### The metal 2 layer

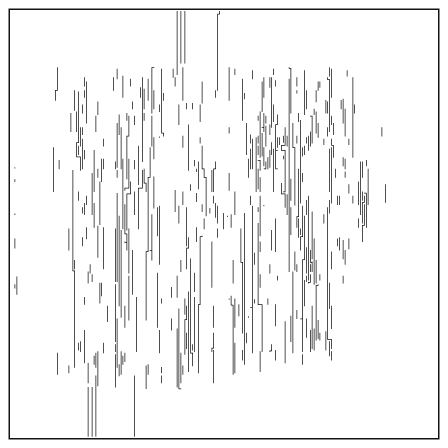
### Placement density heat map

The bar under the picture is 20 µm long. The die is cut into 10 by 10 equal tiles; dark blue is low, red is high, 0 to 100% covered.
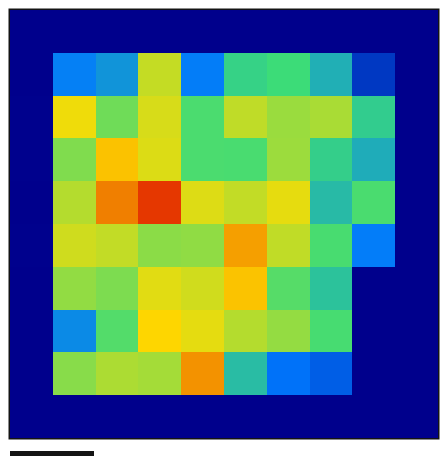
### Drive-strength map

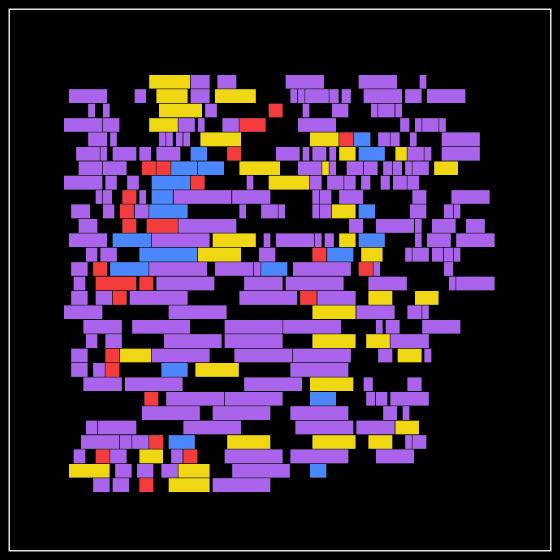
### Congestion heat map

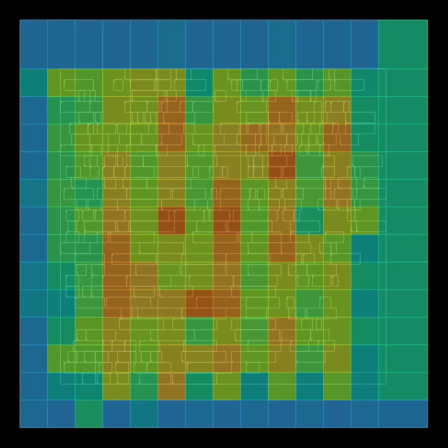
### The metal 1 layer

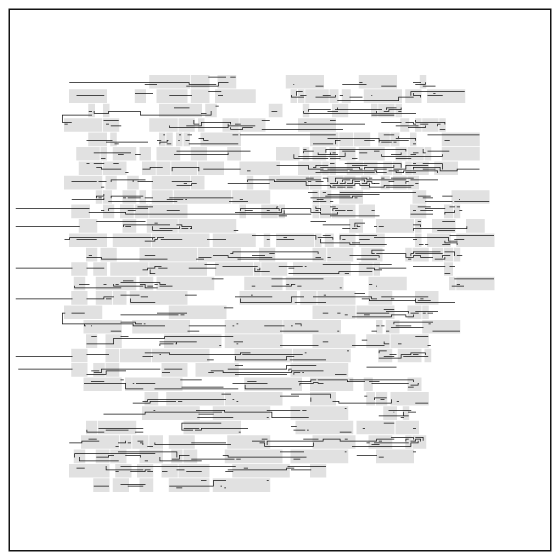
==> config.mk <==
export PLATFORM = sky130hd
export DESIGN_NAME = out_uart_tx
export DESIGN_NICKNAME = d
export VERILOG_FILES = /design/src/rtl/out_uart_tx.sv
export SDC_FILE = /design/constraint.sdc
export NUM_CORES = 1
export LEC_CHECK = 0
export CAP_MARGIN = 30
export CORE_MARGIN = 10
export CORE_UTILIZATION = 45
export DETAILED_ROUTE_END_ITERATION = 8
export MAX_ROUTING_LAYER = met4
export PLACE_DENSITY_LB_ADDON = 0.1
export SLEW_MARGIN = 40
export SYNTH_ARGS = -nofsm -noshare
export SYNTH_HDL_FRONTEND = slang
export SYNTH_SLANG_ARGS = --single-unit
==> constraint.sdc <==
create_clock -name clk -period 2.2 [get_ports clk]
set_input_delay 0.44 -clock clk [delete_from_list [all_inputs] [get_ports clk]]
set_output_delay 0.44 -clock clk [all_outputs]
set_load 0.05 [all_outputs]
==> src/rtl/out_uart_tx.sv <==
// out_uart_tx: queues each OUT register change and sends it as 8N1 UART frames.
// Define OUT_UART_ASCII_HEX_EN to send each value as ASCII hex digits plus CR LF.
module out_uart_tx #(
  parameter int DATA_WIDTH   = 8,
  parameter int CLKS_PER_BIT = 104,
  parameter int FIFO_DEPTH   = 4
) (
  input  logic                          clk,
  input  logic                          reset,
  input  logic [DATA_WIDTH-1:0]         out_val,
  output logic                          tx_o,
  output logic                          busy_o,
  output logic                          overflow_o,
  output logic [$clog2(FIFO_DEPTH):0]   fifo_count_o
);

  localparam int PW = $clog2(FIFO_DEPTH);
  localparam int CW = $clog2(CLKS_PER_BIT + 1);
  localparam logic [PW:0]   DEPTH_C = (PW+1)'(FIFO_DEPTH);
  localparam logic [CW-1:0] LAST_C  = CW'(CLKS_PER_BIT - 1);

  typedef enum logic [1:0] {IDLE, START, DATA, STOP} state_t;

  state_t                state, state_n;
  logic [DATA_WIDTH-1:0] last_val;
  logic [DATA_WIDTH-1:0] mem [FIFO_DEPTH];
  logic [PW-1:0]         rd_ptr, wr_ptr;
  logic [PW:0]           count;
  logic [CW-1:0]         baud, baud_n;
  logic [2:0]            bit_idx, bit_idx_n;
  logic [7:0]            shift, shift_n;
  logic                  change, push, pop;
  logic                  bit_end, tx_n;

`ifdef OUT_UART_ASCII_HEX_EN
  logic [1:0] char_idx, char_idx_n;
  logic [7:0] val_q, val_n;

  function automatic logic [7:0] hex_char(input logic [3:0] n);
    return (n > 4'd9) ? ({4'h0, n} + 8'd55) : ({4'h0, n} + 8'd48);
  endfunction

  function automatic logic [7:0] ascii_char(input logic [7:0] v,
                                            input logic [1:0] i);
    case (i)
      2'd0:    return hex_char(v[7:4]);
      2'd1:    return hex_char(v[3:0]);
      2'd2:    return 8'h0D;
      default: return 8'h0A;
    endcase
  endfunction
`endif

  assign change       = (out_val != last_val);
  assign push         = change && (count < DEPTH_C);
  assign bit_end      = (baud == LAST_C);
  assign fifo_count_o = count;

  always_ff @(posedge clk) begin
    if (reset) begin
      last_val   <= '0;
      rd_ptr     <= '0;
      wr_ptr     <= '0;
      count      <= '0;
      overflow_o <= 1'b0;
    end else begin
      if (change) last_val <= out_val;
      if (change && !push) overflow_o <= 1'b1;
      if (push) wr_ptr <= wr_ptr + PW'(1);
      if (pop) rd_ptr <= rd_ptr + PW'(1);
      count <= count + {{PW{1'b0}}, push} - {{PW{1'b0}}, pop};
    end
  end

  always_ff @(posedge clk) begin
    if (push && !reset) mem[wr_ptr] <= out_val;
  end

  always_ff @(posedge clk) begin
    if (reset) begin
      state   <= IDLE;
      baud    <= '0;
      bit_idx <= '0;
      shift   <= '0;
      tx_o    <= 1'b1;
`ifdef OUT_UART_ASCII_HEX_EN
      char_idx <= '0;
      val_q    <= '0;
`endif
    end else begin
      state   <= state_n;
      baud    <= baud_n;
      bit_idx <= bit_idx_n;
      shift   <= shift_n;
      tx_o    <= tx_n;
`ifdef OUT_UART_ASCII_HEX_EN
      char_idx <= char_idx_n;
      val_q    <= val_n;
`endif
    end
  end

  always_comb begin
    state_n   = state;
    baud_n    = baud + CW'(1);
    bit_idx_n = bit_idx;
    shift_n   = shift;
    pop       = 1'b0;
`ifdef OUT_UART_ASCII_HEX_EN
    char_idx_n = char_idx;
    val_n      = val_q;
`endif
    unique case (state)
      IDLE: begin
        baud_n = '0;
        if (count != '0) begin
          pop     = 1'b1;
          state_n = START;
`ifdef OUT_UART_ASCII_HEX_EN
          val_n      = mem[rd_ptr];
          char_idx_n = '0;
          shift_n    = ascii_char(mem[rd_ptr], 2'd0);
`else
          shift_n = mem[rd_ptr];
`endif
        end
      end
      START: begin
        if (bit_end) begin
          state_n   = DATA;
          baud_n    = '0;
          bit_idx_n = '0;
        end
      end
      DATA: begin
        if (bit_end) begin
          baud_n  = '0;
          shift_n = {1'b0, shift[7:1]};
          if (bit_idx == 3'd7) state_n = STOP;
          else bit_idx_n = bit_idx + 3'd1;
        end
      end
      STOP: begin
`ifdef OUT_UART_ASCII_HEX_EN
        // Stop bit stretched by one cycle between characters of one value
        if (char_idx == 2'd3) begin
          if (bit_end) state_n = IDLE;
        end else if (baud == CW'(CLKS_PER_BIT)) begin
          state_n    = START;
          baud_n     = '0;
          char_idx_n = char_idx + 2'd1;
          shift_n    = ascii_char(val_q, char_idx + 2'd1);
        end
`else
        if (bit_end) state_n = IDLE;
`endif
      end
      default: state_n = IDLE;
    endcase
  end

  always_comb begin
    tx_n = 1'b1;
    if (state_n == START) tx_n = 1'b0;
    else if (state_n == DATA) tx_n = shift_n[0];
    busy_o = (state != IDLE) || (count != '0);
  end

endmodule

==> PnR_summary.wiki <==
== Implementation results ==
{| class="wikitable"
! Metric !! Value
|-
| Outcome || complete, no violations
|-
| Dpl cell area || roughly 3500 µm²
|-
| Die Outline Area || about 10000 µm²
|-
| Avg Vias per Cell || 5.116
|-
| Switching power share of the total || around 34%
|-
| Psw || 1.509 mW
|-
| Fin util || between 50 and 60%
|-
| MaxCap Viol Count || 0
|-
| Yosys top cell by instances || dfxtp_1
|-
| Fin Clk Skew || approximately 0.0091 ns
|-
| Final worst-path cycle share || a little over nine tenths
|-
| Total leakage power || around 1.4 nW
|-
| Final count of negative-setup-slack endpoints || 0
|-
| Number of placement rows || 29
|-
| Sequential share of power || roughly two fifths
|-
| Mean post-synth cell area || about 13 µm²
|-
| Inserted Clock Buffers || 9
|-
| Syn. warnings || 0
|-
| Minimum clock period || 2.175 ns
|-
| Area share of the largest cell type after synthesis || between 30% and 40%
|}
## Picture notes: 'The metal 2 layer'
share of all routed wire: 47%
main direction: vertical
longest straight run: 45.9 µm
nets with wire on the layer: 252
wire length on this layer: 2390 µm

## Picture notes: 'Placement density heat map'
nearly empty tiles: 39%
densest ninth of the die: centre
emptiest ninth of the die: lower right

## Picture notes: 'Drive-strength map'
| size | colour | cells | share |
|---|---|---|---|
| x3 and x4 | red | 25 | 8.8% |
| x6 and larger | blue | 19 | 6.7% |
| x2 | yellow | 35 | 12% |
| x1 and smaller | purple | 205 | 72% |

## Picture notes: 'Congestion heat map'
wire length per cell: 14.17 µm
global route hottest layer: met2
combined global-route utilization of all metal layers: 11.28%

## Picture notes: 'The metal 1 layer'
wire length on this layer: 2530 µm
share of all routed wire: 49%
main direction: horizontal
nets with wire on the layer: 279
routed via count: 1847
total routed wirelength: 5.116 mm
met1 Use GR: 14.29%

[final cells by class]
cell class                 instances  area [µm²]  share of cell area (%)
tap                               77       96.34                   2.596
clock inverter                     7       85.08                   2.293
multi-input combinational        147        1246                   33.58
sequential                        71        1750                   47.17
inverter                          11       41.29                   1.113
clock buffer                       9       123.9                   3.338
timing repair buffer              39       367.9                   9.912
[per-layer routing]
metal  up-vias  wire [µm]
met2        21       2387
li1        941          -
met4         0         48
met1       880       2530
met5         -          0
met3         5        149
[state kept, by name, summed over array words and instances, names as in the netlist, named ones only]
signal / flops
fifo_count_o: 3
bit_idx: 3
state: 2
last_val: 8
tx_o: 1
rd_ptr: 2
shift: 8
wr_ptr: 2
baud: 7
mem: 32
overflow_o: 1
[kinds of logic (layout without fill, tap and decap cells)]
logic type,Yosys count,in the layout,synth area share [%]
AND-OR/OR-AND,32,32,8.613
AND/OR/NAND/NOR,73,73,12.63
buffers and inverters,20,66,3.188
adder cells (fa/ha/maj),14,14,6.046
flip-flops,71,71,57.64
multiplexers,10,10,6.667
XOR/XNOR,18,18,5.217
[power groups by stage]
stage	logic (mW)	clock network, mW	registers, mW
6_report	1.58	1.09	1.77
5_1_grt	1.75	1.19	1.80
4_1_cts	1.60	1.12	1.77
3_5_place_dp	1.59	0	1.80
3_3_place_gp	1.58	0	1.79
2_1_floorplan	1.10	0	1.87
[worst max-delay path, cell delays in order]
cell and delay, ns:
dlygate4sd2_1 0.25, xor2_1 0.15, nor4_2 0.28, buf_4 0.18, a21oi_4 0.05, inv_1 0.06, ha_1 0.11, inv_1 0.04
ha_2 0.16, fa_2 0.35, xnor2_2 0.14, xnor2_1 0.15, nor2_1 0.05
[timing repair]
item	4_1_cts	5_1_grt
setup endpoints to repair	2	2
gates cloned	0	0
gates resized	8	6
pin swaps	12	1
setup buffers	2	1
Power figures rest on the tool's default switching activity, not on a simulated workload.
